<file path="src/rtl/seg7_scan_driver_if.sv">
// Bus bundle for the 8-digit 7-segment scan driver.
// The master side supplies frame data; the driver side produces the display outputs.
interface seg7_scan_driver_if;
  logic [31:0] bcd;
  logic [7:0]  dp;
  logic [7:0]  digit_en;
  logic        lz_blank;
  logic        load;
  logic [7:0]  an;
  logic [7:0]  seg;
  logic        frame_done;

  modport master (
    output bcd, dp, digit_en, lz_blank, load,
    input  an, seg, frame_done
  );

  modport slave (
    input  bcd, dp, digit_en, lz_blank, load,
    output an, seg, frame_done
  );
endinterface

</file>
<file path="src/rtl/seg7_scan_driver.sv">
// Time-multiplexed 8-digit 7-segment driver with tear-free frame updates,
// leading-zero blanking, per-digit enables and an anode guard interval.
module seg7_scan_driver #(
  parameter int unsigned SCAN_DIV   = 100000,
  parameter int unsigned GUARD      = 2,
  parameter bit          ACTIVE_LOW = 1'b1
) (
  input  logic            clk,
  input  logic            rst,
  seg7_scan_driver_if.slave bus
);

  localparam int PW = (SCAN_DIV > 1) ? $clog2(SCAN_DIV) : 1;
  localparam logic [PW-1:0] LAST = PW'(SCAN_DIV - 1);
  localparam logic [PW-1:0] GRD  = PW'(GUARD);
  localparam logic [7:0]    OFF  = ACTIVE_LOW ? 8'hFF : 8'h00;

  typedef struct packed {
    logic [31:0] bcd;
    logic [7:0]  dp;
    logic [7:0]  en;
    logic        lz;
  } frame_t;

  logic [PW-1:0] presc_q, presc_d;
  logic [2:0]    idx_q, idx_d;
  frame_t        pend_q, pend_d;
  logic          pend_v_q, pend_v_d;
  frame_t        act_q, act_d;
  logic [7:0]    an_q, an_d;
  logic [7:0]    seg_q, seg_d;

  logic          wrap;
  logic          frame_end;
  frame_t        in_frame;
  logic [3:0]    nib;
  logic          upper_zero;
  logic          blank;
  logic [7:0]    an_raw;
  logic [7:0]    seg_raw;

  function automatic logic [6:0] glyph(input logic [3:0] v);
    logic [6:0] g;
    unique case (v)
      4'h0: g = 7'h3F;
      4'h1: g = 7'h06;
      4'h2: g = 7'h5B;
      4'h3: g = 7'h4F;
      4'h4: g = 7'h66;
      4'h5: g = 7'h6D;
      4'h6: g = 7'h7D;
      4'h7: g = 7'h07;
      4'h8: g = 7'h7F;
      4'h9: g = 7'h6F;
      4'hA: g = 7'h77;
      4'hB: g = 7'h7C;
      4'hC: g = 7'h39;
      4'hD: g = 7'h5E;
      4'hE: g = 7'h79;
      4'hF: g = 7'h71;
    endcase
    return g;
  endfunction

  assign in_frame = '{
    bcd: bus.bcd,
    dp:  bus.dp,
    en:  bus.digit_en,
    lz:  bus.lz_blank
  };

  // Slot prescaler and digit index; frame ends on the last cycle of slot 7.
  always_comb begin
    wrap      = (presc_q == LAST);
    frame_end = wrap && (idx_q == 3'd7);
    presc_d   = wrap ? '0 : presc_q + PW'(1);
    idx_d     = wrap ? idx_q + 3'd1 : idx_q;
  end

  // Pending/active frame registers; active only changes at the frame boundary.
  always_comb begin
    pend_d   = pend_q;
    pend_v_d = pend_v_q;
    act_d    = act_q;
    if (bus.load) begin
      pend_d   = in_frame;
      pend_v_d = 1'b1;
    end
    if (frame_end) begin
      if (bus.load) begin
        act_d = in_frame;
      end else if (pend_v_q) begin
        act_d = pend_q;
      end
      pend_v_d = 1'b0;
    end
  end

  // Blanking and glyph lookup for the current slot, registered next cycle.
  always_comb begin
    nib        = act_q.bcd[{idx_q, 2'b00} +: 4];
    upper_zero = 1'b1;
    for (int j = 0; j < 8; j++) begin
      if (j >= int'(idx_q)) begin
        if (act_q.bcd[j*4 +: 4] != 4'h0 || act_q.dp[j]) begin
          upper_zero = 1'b0;
        end
      end
    end
    blank = !act_q.en[idx_q] ||
            (act_q.lz && (idx_q != 3'd0) && upper_zero);
    seg_raw = blank ? 8'h00 : {act_q.dp[idx_q], glyph(nib)};
    an_raw  = (blank || (presc_q < GRD)) ? 8'h00 : (8'h01 << idx_q);
    an_d    = an_raw ^ OFF;
    seg_d   = seg_raw ^ OFF;
  end

  // State registers with asynchronous reset to a dark display.
  always_ff @(posedge clk or posedge rst) begin
    if (rst) begin
      presc_q  <= '0;
      idx_q    <= 3'd0;
      pend_q   <= '0;
      pend_v_q <= 1'b0;
      act_q    <= '0;
      an_q     <= OFF;
      seg_q    <= OFF;
    end else begin
      presc_q  <= presc_d;
      idx_q    <= idx_d;
      pend_q   <= pend_d;
      pend_v_q <= pend_v_d;
      act_q    <= act_d;
      an_q     <= an_d;
      seg_q    <= seg_d;
    end
  end

  assign bus.an         = an_q;
  assign bus.seg        = seg_q;
  assign bus.frame_done = frame_end;

endmodule

</file>
<file path="src/flat_wrapper.sv">
// flat-port wrapper written by rule: the top's interface ports become plain ports
module seg7_scan_driver_flat 
#(
  parameter int unsigned SCAN_DIV   = 100000,
  parameter int unsigned GUARD      = 2,
  parameter bit          ACTIVE_LOW = 1'b1
)
  (clk, rst, bus_bcd, bus_dp, bus_digit_en, bus_lz_blank, bus_load, bus_an, bus_seg, bus_frame_done);
  seg7_scan_driver_if bus_i ();
  input  logic clk;
  input  logic rst;
  input wire logic [$bits(bus_i.bcd)-1:0] bus_bcd;
  input wire logic [$bits(bus_i.dp)-1:0] bus_dp;
  input wire logic [$bits(bus_i.digit_en)-1:0] bus_digit_en;
  input wire logic [$bits(bus_i.lz_blank)-1:0] bus_lz_blank;
  input wire logic [$bits(bus_i.load)-1:0] bus_load;
  output wire logic [$bits(bus_i.an)-1:0] bus_an;
  output wire logic [$bits(bus_i.seg)-1:0] bus_seg;
  output wire logic [$bits(bus_i.frame_done)-1:0] bus_frame_done;
  assign bus_i.bcd = bus_bcd;
  assign bus_i.dp = bus_dp;
  assign bus_i.digit_en = bus_digit_en;
  assign bus_i.lz_blank = bus_lz_blank;
  assign bus_i.load = bus_load;
  assign bus_an = bus_i.an;
  assign bus_seg = bus_i.seg;
  assign bus_frame_done = bus_i.frame_done;
  seg7_scan_driver #(.SCAN_DIV(SCAN_DIV), .GUARD(GUARD), .ACTIVE_LOW(ACTIVE_LOW)) u_core (.clk(clk), .rst(rst), .bus(bus_i));
endmodule
</file>
<file path="config.mk">
export PLATFORM = sky130hd
export DESIGN_NAME = seg7_scan_driver_flat
export DESIGN_NICKNAME = d
export VERILOG_FILES = /design/src/rtl/seg7_scan_driver_if.sv /design/src/rtl/seg7_scan_driver.sv /design/src/flat_wrapper.sv
export SDC_FILE = /design/constraint.sdc
export NUM_CORES = 1
export LEC_CHECK = 0
export ABC_AREA = 1
export CAP_MARGIN = 25
export CORE_MARGIN = 2
export CORE_UTILIZATION = 40
export CTS_CLUSTER_SIZE = 30
export DETAILED_ROUTE_END_ITERATION = 10
export GPL_TIMING_DRIVEN = 0
export SLEW_MARGIN = 30
export SYNTH_ARGS = -nofsm -noshare
export SYNTH_HDL_FRONTEND = slang
export SYNTH_SLANG_ARGS = --single-unit
</file>
<file path="constraint.sdc">
create_clock -name clk -period 6.4 [get_ports clk]
set_clock_uncertainty 0.15 [all_clocks]
set_input_delay 1.28 -clock clk [delete_from_list [all_inputs] [get_ports clk]]
set_output_delay 1.28 -clock clk [all_outputs]
set_load 0.05 [all_outputs]
</file>
==> results_dict.tcl, run 1 <==
# yosys + openroad results
set metrics [dict create \
    n_all_buffers 102 \
    setup_violations 0 \
    worstSetupEndpointType "output pin" \
    dr.max_layer_used "met4" \
    placedInstanceArea_mm2 0.00735 \
    met1_usage_pct 26.0 \
    ant_nets 0 \
    diodes 0 \
    synth-xor-area-share_pct 1.24 \
    grt_antenna_before_repair 0 \
    logic_area_mm2 0.00258 \
    wl_met2_um 6910 \
    fp_util_pct 40.5 \
    min_period_ns 4.58 \
    syn_to_final_growth_pct 24.5 \
    fin_ws_ns 1.82 \
    area_dominant_class "sequential cells" \
    buf_share_pct 10.8 \
    n_all_inverters 63 \
    clkCellAreaFrac_pct 7.41 \
    die_h_um 130 \
    seqPwrFrac_pct 45.4 \
    tool_warnings 34 \
    ios 69 \
    drt-pass1-iter-count 5 \
    pwr-share-comb_pct 5.0 \
    comb_cells 577 \
    syn_inst 809 \
    place_inst 1093 \
    cts_tree "built" \
    p_clk_share_pct 49.6 \
    whs_ns 0.316 \
    hold_violations 0 \
    top_logic_kind "simple AND/OR/NAND/NOR gates" \
    post_drt_via_cell_ratio 4.63 \
    cts_buffer_depth 2 \
    slew_headroom_pct 53.1 \
    r2r_setup_slack_ns 3.73 \
    seq_area_mm2 0.00340 \
    p_sw_uw 446 \
    post_cts_buffers 0 \
    crit_path_max_fanout 10 \
    peakVddDrop_uv 174 \
    ctsResizeCount 0 \
    fin_nets 960 \
    drt_iter0_markers 413 \
    dp_hpwl_um 10800 \
    cap_violations 0 \
    syn_avg_cell_area_um2 7.88 \
    n_clock_buffer 19 \
    reg.largest.list "u_core.act_q x49, u_core.pend_q x49, u_core.presc_q x17" \
    maxClockFrequency_ghz 0.218 \
    lay_top_count "nand2_1" \
    syn_area_mm2 0.00637 \
    h-tree-depth 4 \
    synthAoiAreaFrac_pct 2.02 \
    grt_max_degree 75 \
    rsz0062_at_grt "false" \
    dp_slack_ns 2.26 \
    grt_pass1_wl_um 24700 \
    io_buffers 67 \
    intPower_uw 1510 \
    yosys-top-cells-area "dfrtp_1 (47%), nand2_1 (21%), nand3_1 (8.2%)" \
    power_density_mw_per_mm2 247 \
    crit_path_end "bus_frame_done" \
    clock_sinks 135 \
    status "complete, no violations" \
    comb_share_pct 32.5 \
    top_area_cell "dfrtp_1" \
    cts_root_buf "clkbuf_16" \
    layout-drive-gt1-share_pct 8.14 \
    clk_latency_ns 0.43 \
    tightestPinTransition_ns 0.701 \
    ys_ff 135 \
    mux_area_share_pct 0 \
    finalCritPeriodShare_pct 71.6 \
    drv_slew 0 \
    grt_pass1_vias 4954 \
    grt_util_met2_pct 30.1 \
    worstPathRequired_ns 4.97 \
    adder_share_pct 2.36 \
    synthArstFlopShare_pct 100 \
    critPathLaunch "u_core.presc_q[1]" \
    hold_buffers 0 \
]
## run 1: cell usage after synthesis, types with 2 or more instances
cell / count
clkbuf_1: 20
nand4_1: 6
o211ai_1: 6
nand2_1: 351
o21ai_0: 8
a21oi_1: 3
dfrtp_1: 119
buf_6: 2
ha_1: 12
or2_2: 4
dfstp_2: 16
a31oi_1: 2
nand3b_1: 2
nand3_1: 104
nor2_1: 56
xor2_1: 8
inv_1: 61
buf_2: 11
nor2_4: 3
nor4_1: 3
## run 1: worst min-delay path by stage
stage | from | cells after the start | end
after detailed placement | u_core.presc_q[0] | 1 | u_core.presc_q[0]
final | u_core.pend_q[20] | 2 | u_core.pend_q[20]
after floorplan | u_core.presc_q[0] | 1 | u_core.presc_q[0]
after global placement | u_core.pend_q[20] | 2 | u_core.pend_q[20]
after global routing | u_core.act_q[7] | 2 | u_core.act_q[7]
after CTS | u_core.presc_q[0] | 1 | u_core.presc_q[0]
## run 1: worst max-delay path: stages (launching register included)
cell and delay, ns:
dfrtp_1 0.38, ha_1 0.19, nand2_1 0.12, nor2_4 0.16, nand4_2 0.11, nor2_4 0.29
inv_2 0.12, nor2_4 0.23, buf_2 0.29, clkdlybuf4s50_1 0.84
## run 1: power by group through the flow
stage / clock (µW) / combinational (µW) / sequential [µW]
finish: 970 / 98.6 / 888
floorplan: 0 / 49.4 / 902
global route: 1020 / 114 / 891
global placement: 0 / 98.3 / 903
CTS: 987 / 102 / 888
detailed placement: 0 / 102 / 903
## run 1: cell families after synthesis
logic type               Yosys count
AND-OR/OR-AND                     21
XOR/XNOR                           9
adder cells (fa/ha/maj)           12
buffers and inverters             97
flip-flops                       135
AND/OR/NAND/NOR                  535
run_1/layer_met3.png
(3 px per µm)
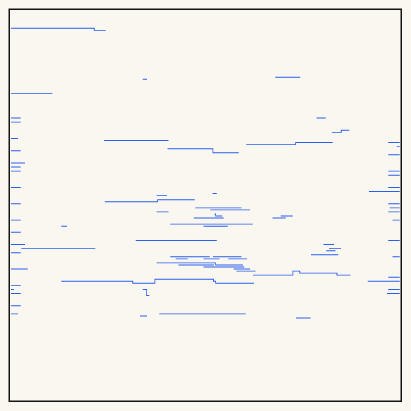
longest straight run: 28.5 µm
wire length on this layer: 701 µm
main direction: horizontal
nets with wire on the layer: 66
via count: 5,211
met3 Resource Use GR: 5.21%
WL final: 15,000 µm

run_1/placement.png
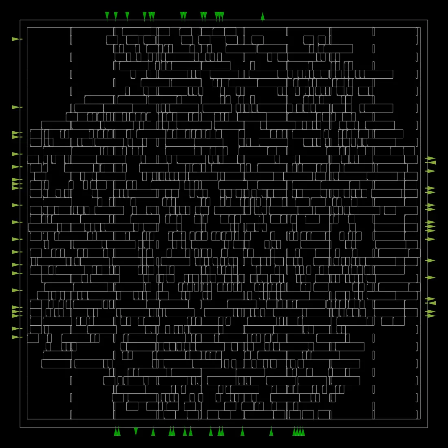
Seq cells: 135
Seq area share: 42.8%
non-filler cells, final: 1,125
site row count: 46

run_1/wires.png
(3 px per µm) Two of the layers only.
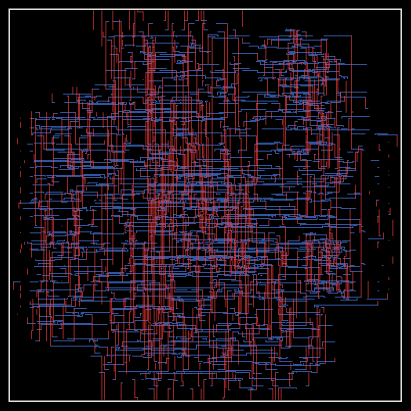
legend:
  red:
    layer: metal 2
    wire_length: 6,910 µm
  blue:
    layer: metal 1
    wire_length: 7,240 µm
Avg WL per Cell: 13.3 µm
overall routing resource usage: 19.1%

run_1/placement_by_type.png
(2 px per µm)
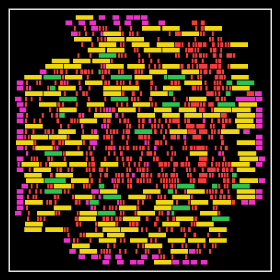
legend:
  magenta:
    class: remaining buffers and delay cells
    cells: 102
  green:
    class: clock drivers and dummy loads
    cells: 32
  yellow:
    class: sequential cells
    cells: 135
  red:
    class: combinational and other logic
    cells: 640
Design Area, Final: 0.00794 mm²
utilization after layout: 50.5%
core box area: 0.0157 mm²

## Run 2: what changed since run 1
==> constraint.sdc (replaced) <==
create_clock -name clk -period 4.64 [get_ports clk]
set_clock_uncertainty 0.15 [all_clocks]
set_input_delay 0.928 -clock clk [delete_from_list [all_inputs] [get_ports clk]]
set_output_delay 0.928 -clock clk [all_outputs]
set_load 0.05 [all_outputs]
run_2/placement.png
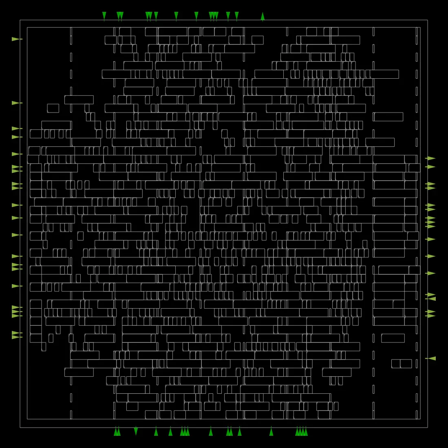
Taps Inserted: 216
utilization after layout: 52.3%
Seq area share: 41.4%

==> run 2 against run 1 <==
  * Power grew 56%
  * Non-clock buffer count rose by 5
  * Sequential power increased by 39%
  * Critical path depth unchanged
  * Critical path type unchanged
  * Largest cell class unchanged
  * Largest power group unchanged
==> results_dict.tcl, run 2 <==
# yosys + openroad results
set metrics [dict create \
    cts_buffer_depth 2 \
    min_period_ns 4.23 \
    worstSetupPathDepth 9 \
    post_drt_via_cell_ratio 4.69 \
    yosys-top-cells-area "dfrtp_1 (47%), nand2_1 (21%), nand3_1 (8.2%)" \
    cp_common_cell "nor2_4" \
    post_cts_buffers 0 \
    r2r_setup_slack_ns 1.99 \
    peakVddDrop_uv 237 \
    ios 69 \
    top_area_cell "dfrtp_1" \
    p_clk_share_pct 55.1 \
    rsz0062_at_grt "false" \
    io_buffers 67 \
    core-area_mm2 0.0157 \
    fin_ws_ns 0.414 \
    crit_chain "ha_1, nand2_1, nor2_4, nand4_2, nor2_4, inv_2, nor2_4, buf_2, clkdlybuf4s50_1" \
    grt_pass1_vias 5294 \
    h-tree-depth 4 \
    drt-pass1-iter-count 4 \
    seqPwrFrac_pct 40.1 \
    grt_max_degree 26 \
    slowest_delay_ns 0.84 \
    drv_slew 0 \
    clk_latency_ns 0.42 \
    lay_top_count "nand2_1" \
    drt_iter0_markers 443 \
    setup_violations 0 \
    finalCritPeriodShare_pct 91.1 \
    clock_sinks 135 \
    p_sw_uw 600 \
    grt_pass1_wl_um 26100 \
    common_cells "nand2_1 (351), dfrtp_1 (119), nand3_1 (104)" \
    tightestPinTransition_ns 0.622 \
    critPathLaunch "u_core.presc_q[1]" \
    cts_root_buf "clkbuf_16" \
    slew_headroom_pct 58.4 \
    placedInstanceArea_mm2 0.00747 \
    status "complete, no violations" \
    maxPowerGroup "clock" \
    syn_to_final_growth_pct 28.9 \
    synthArstFlopShare_pct 100 \
    place_inst 1098 \
    grt_overflow 0 \
    sequentialPower_uw 1230 \
    grt_antenna_before_repair 0 \
    die_h_um 130 \
    postLayoutCellArea_mm2 0.00821 \
    syn_area_mm2 0.00637 \
    fin_nets 965 \
    diodes 0 \
    pwr.group.combinational_uw 149 \
    power_density_mw_per_mm2 373 \
    ys_ff 135 \
    num_rows 46 \
    layout-drive-gt1-share_pct 8.75 \
    intPower_uw 2460 \
    whs_ns 0.311 \
    ant_nets 0 \
    hold_violations 0 \
    crit_path_end "bus_frame_done" \
    powerClk_uw 1690 \
    seq_area_mm2 0.00340 \
    dp_hpwl_um 11300 \
    whs_path_depth 1 \
    cts_tree "built" \
    crit_path_max_fanout 10 \
    final_cells 1130 \
    hold_buffers 0 \
    reg.largest.list "u_core.act_q x49, u_core.pend_q x49, u_core.presc_q x17" \
    dp_slack_ns 0.846 \
    fp_util_pct 40.5 \
    cap_violations 0 \
    logic_area_mm2 0.00258 \
    cp_slowest_cell "clkdlybuf4s50_1" \
    syn_avg_cell_area_um2 7.88 \
    pwr-share-comb_pct 4.9 \
    ctsResizeCount 0 \
]
run_2/wires.png
(3 px per µm) Two of the layers only.
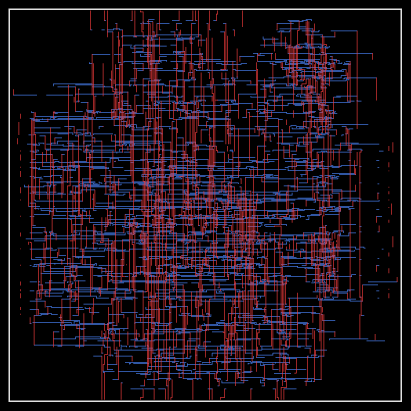
legend:
  blue:
    layer: metal 1
    wire_length: 7,140 µm
  red:
    layer: metal 2
    wire_length: 7,150 µm
via count: 5,301
overall routing resource usage: 20.0%
Avg WL per Cell: 13.5 µm
WL final: 15,300 µm

## run 2: cell types whose count changed in the layout (fill, tap and decap cells not counted)
| cell | previous run | this run |
|---|---|---|
| clkbuf_1 | 21 | 20 |
| buf_16 | 1 | 4 |
| clkinvlp_4 | 3 | 2 |
| bufinv_16 | 2 | 8 |
| clkinv_2 | 2 | 0 |
| inv_6 | 4 | 0 |
| clkbuf_8 | 1 | 4 |
| buf_12 | 0 | 2 |
| inv_8 | 1 | 0 |
## run 2: worst min-delay path by stage
stage | from | end | slack, ns
floorplan | u_core.presc_q[0] | u_core.presc_q[0] | 0.28
global placement | u_core.pend_q[36] | u_core.pend_q[36] | 0.30
finish | u_core.presc_q[0] | u_core.presc_q[0] | 0.31
global route | u_core.presc_q[0] | u_core.presc_q[0] | 0.33
CTS | u_core.presc_q[0] | u_core.presc_q[0] | 0.32
detailed placement | u_core.pend_q[23] | u_core.pend_q[23] | 0.31
## run 2: area by class of cell
class	instances	share of cell area [%]
repair buffers	73	10.0
multi-input cells	577	31.4
inverters	63	2.93
clock buffers	21	5.85
flip-flops and latches	135	41.4
plain buffers	34	1.90
clock inverters	11	3.23
well taps	216	3.29
## run 2: kinds of logic after synthesis
logic type               Yosys count  share of synthesized area [%]
XOR/XNOR                           9                           1.24
AND/OR/NAND/NOR                  535                           34.9
adder cells (fa/ha/maj)           12                           2.36
flip-flops                       135                           53.3
buffers and inverters             97                           6.17
AND-OR/OR-AND                     21                           2.02
## run 2: metal layers
metal	wire, µm	vias up	part of all wire [%]	GRT usage [%]
met5	0	-	0	0
li1	-	2715	-	-
met2	7150	129	47	31.7
met1	7140	2440	47	26.7
met3	759	17	5.0	4.47
met4	228	0	1.5	8.22
## Run 3: what changed since run 2
--- a/config.mk
+++ b/config.mk
@@ -12,6 +12,7 @@
 export CTS_CLUSTER_SIZE = 30
 export DETAILED_ROUTE_END_ITERATION = 10
 export GPL_TIMING_DRIVEN = 0
+export SKIP_CTS_REPAIR_TIMING = 1
 export SLEW_MARGIN = 30
 export SYNTH_ARGS = -nofsm -noshare
 export SYNTH_HDL_FRONTEND = slang
==> run 3 against run 2 <==
  * Register-to-register slack barely moved
  * Maximum frequency unchanged
  * Via count unchanged
  * Sequential power is essentially flat
  * Clock-buffer cell count is the same
  * Clock power about the same
  * Global-route usage is the same
  * Combinational power hardly changed
  * Sequential cell count is the same
  * Power did not move
  * Wire length stayed put
==> results_dict.tcl, run 3 <==
# yosys + openroad results
set metrics [dict create \
    min_to "u_core.presc_q[0]" \
    dp_hpwl_um 11300 \
    cap_violations 0 \
    tightestPinTransition_ns 0.622 \
    diodes 0 \
    fp_util_pct 40.5 \
    dp_slack_ns 0.846 \
    r2r_setup_slack_ns 1.99 \
    syn_avg_cell_area_um2 7.88 \
    post-route-util_pct 52.3 \
    lay_top_count "nand2_1" \
    cts_root_buf "clkbuf_16" \
    grt_overflow 0 \
    yosys-top-cells-area "dfrtp_1 (47%), nand2_1 (21%), nand3_1 (8.2%)" \
    core-area_mm2 0.0157 \
    post_drt_via_cell_ratio 4.69 \
    common_cells "nand2_1 (351), dfrtp_1 (119), nand3_1 (104)" \
    h-tree-depth 4 \
    routedWlPerCell_um 13.5 \
    grt_pass1_wl_um 26100 \
    grt_max_degree 26 \
    reg.largest.list "u_core.act_q x49, u_core.pend_q x49, u_core.presc_q x17" \
    cts_tree "built" \
    setup_violations 0 \
    ant_nets 0 \
    clock_sinks 135 \
    fin_nets 965 \
    ys_ff 135 \
    top_area_cell "dfrtp_1" \
    peakVddDrop_uv 237 \
    hold_violations 0 \
    grt_antenna_before_repair 0 \
    rsz0062_at_grt "false" \
    syn_area_mm2 0.00637 \
    whs_path_depth 1 \
    status "complete, no violations" \
]
## run 3: cells by family after synthesis
group                      count (synthesis)  share of synthesized area, %
AOI/OAI and AO/OA                         21                          2.02
xor gates and xnor gates                   9                          1.24
adders and majority gates                 12                          2.36
buffers and inverters                     97                          6.17
DFF                                      135                          53.3
and+or+nand+nor                          535                          34.9
## run 3: power by group
part	switching, µW	total, µW	internal, µW	leakage (µW)
sequential	10.2	1230	1220	0.00172
combinational	80.5	149	68.7	0.00207
clock	510	1690	1180	0.000360
total	600	3060	2460	0.00415
## run 3: worst max-delay path by stage
stage / depth (start not counted) / end
after floorplan: 1 / u_core.act_q[0]
after global placement: 2 / u_core.pend_q[14]
after detailed placement: 9 / bus_frame_done
after CTS: 9 / bus_frame_done
after global routing: 9 / bus_frame_done
final: 9 / bus_frame_done
## run 3: cell type report
class                           instances  area (µm²)
Buffer                                 34         156
Inverter                               63         240
Clock inverter                         11         265
Fill cell                            1482        7500
Tap cell                              216         270
Timing Repair Buffer                   73         821
Multi-Input combinational cell        577        2580
Sequential cell                       135        3400
Clock buffer                           21         480
## run 3: through the flow
step                cell area (µm²)  hold WS [ns]
floorplan                      6370         0.283
global placement               7320         0.305
detailed placement             7470         0.308
CTS                            8210         0.317
global route                   8210         0.332
finish                         8210         0.311
## run 3: routing by layer
metal  wire, µm  global-route usage [%]
met3        759                    4.47
met2       7150                    31.7
met5          0                       0
met4        228                    8.22
met1       7140                    26.7
## run 3: critical path, stage by stage, from the launching register on
cell and delay, ns:
dfrtp_1 0.38, ha_1 0.20, nand2_1 0.12, nor2_4 0.17, nand4_2 0.11, nor2_4 0.29, inv_2 0.12, nor2_4 0.22
buf_2 0.28, clkdlybuf4s50_1 0.84
run_3/wires.png
(3 px per µm) Two of the layers only.
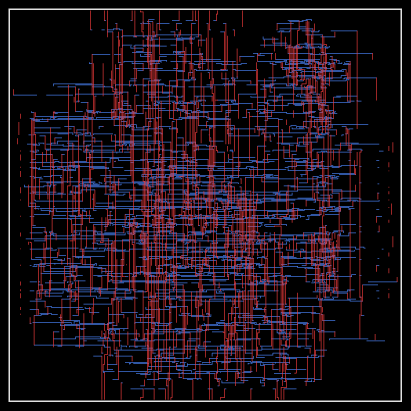
legend:
  red:
    layer: metal 2
    wire_length: 7,150 µm
  blue:
    layer: metal 1
    wire_length: 7,140 µm

run_3/placement.png
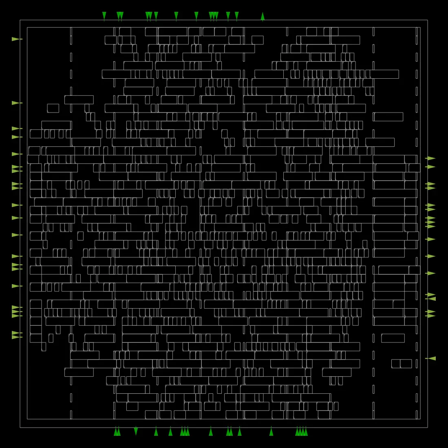
Filler cells: 1,482
non-filler cells, final: 1,130

Power is estimated from default activity; no workload was simulated.
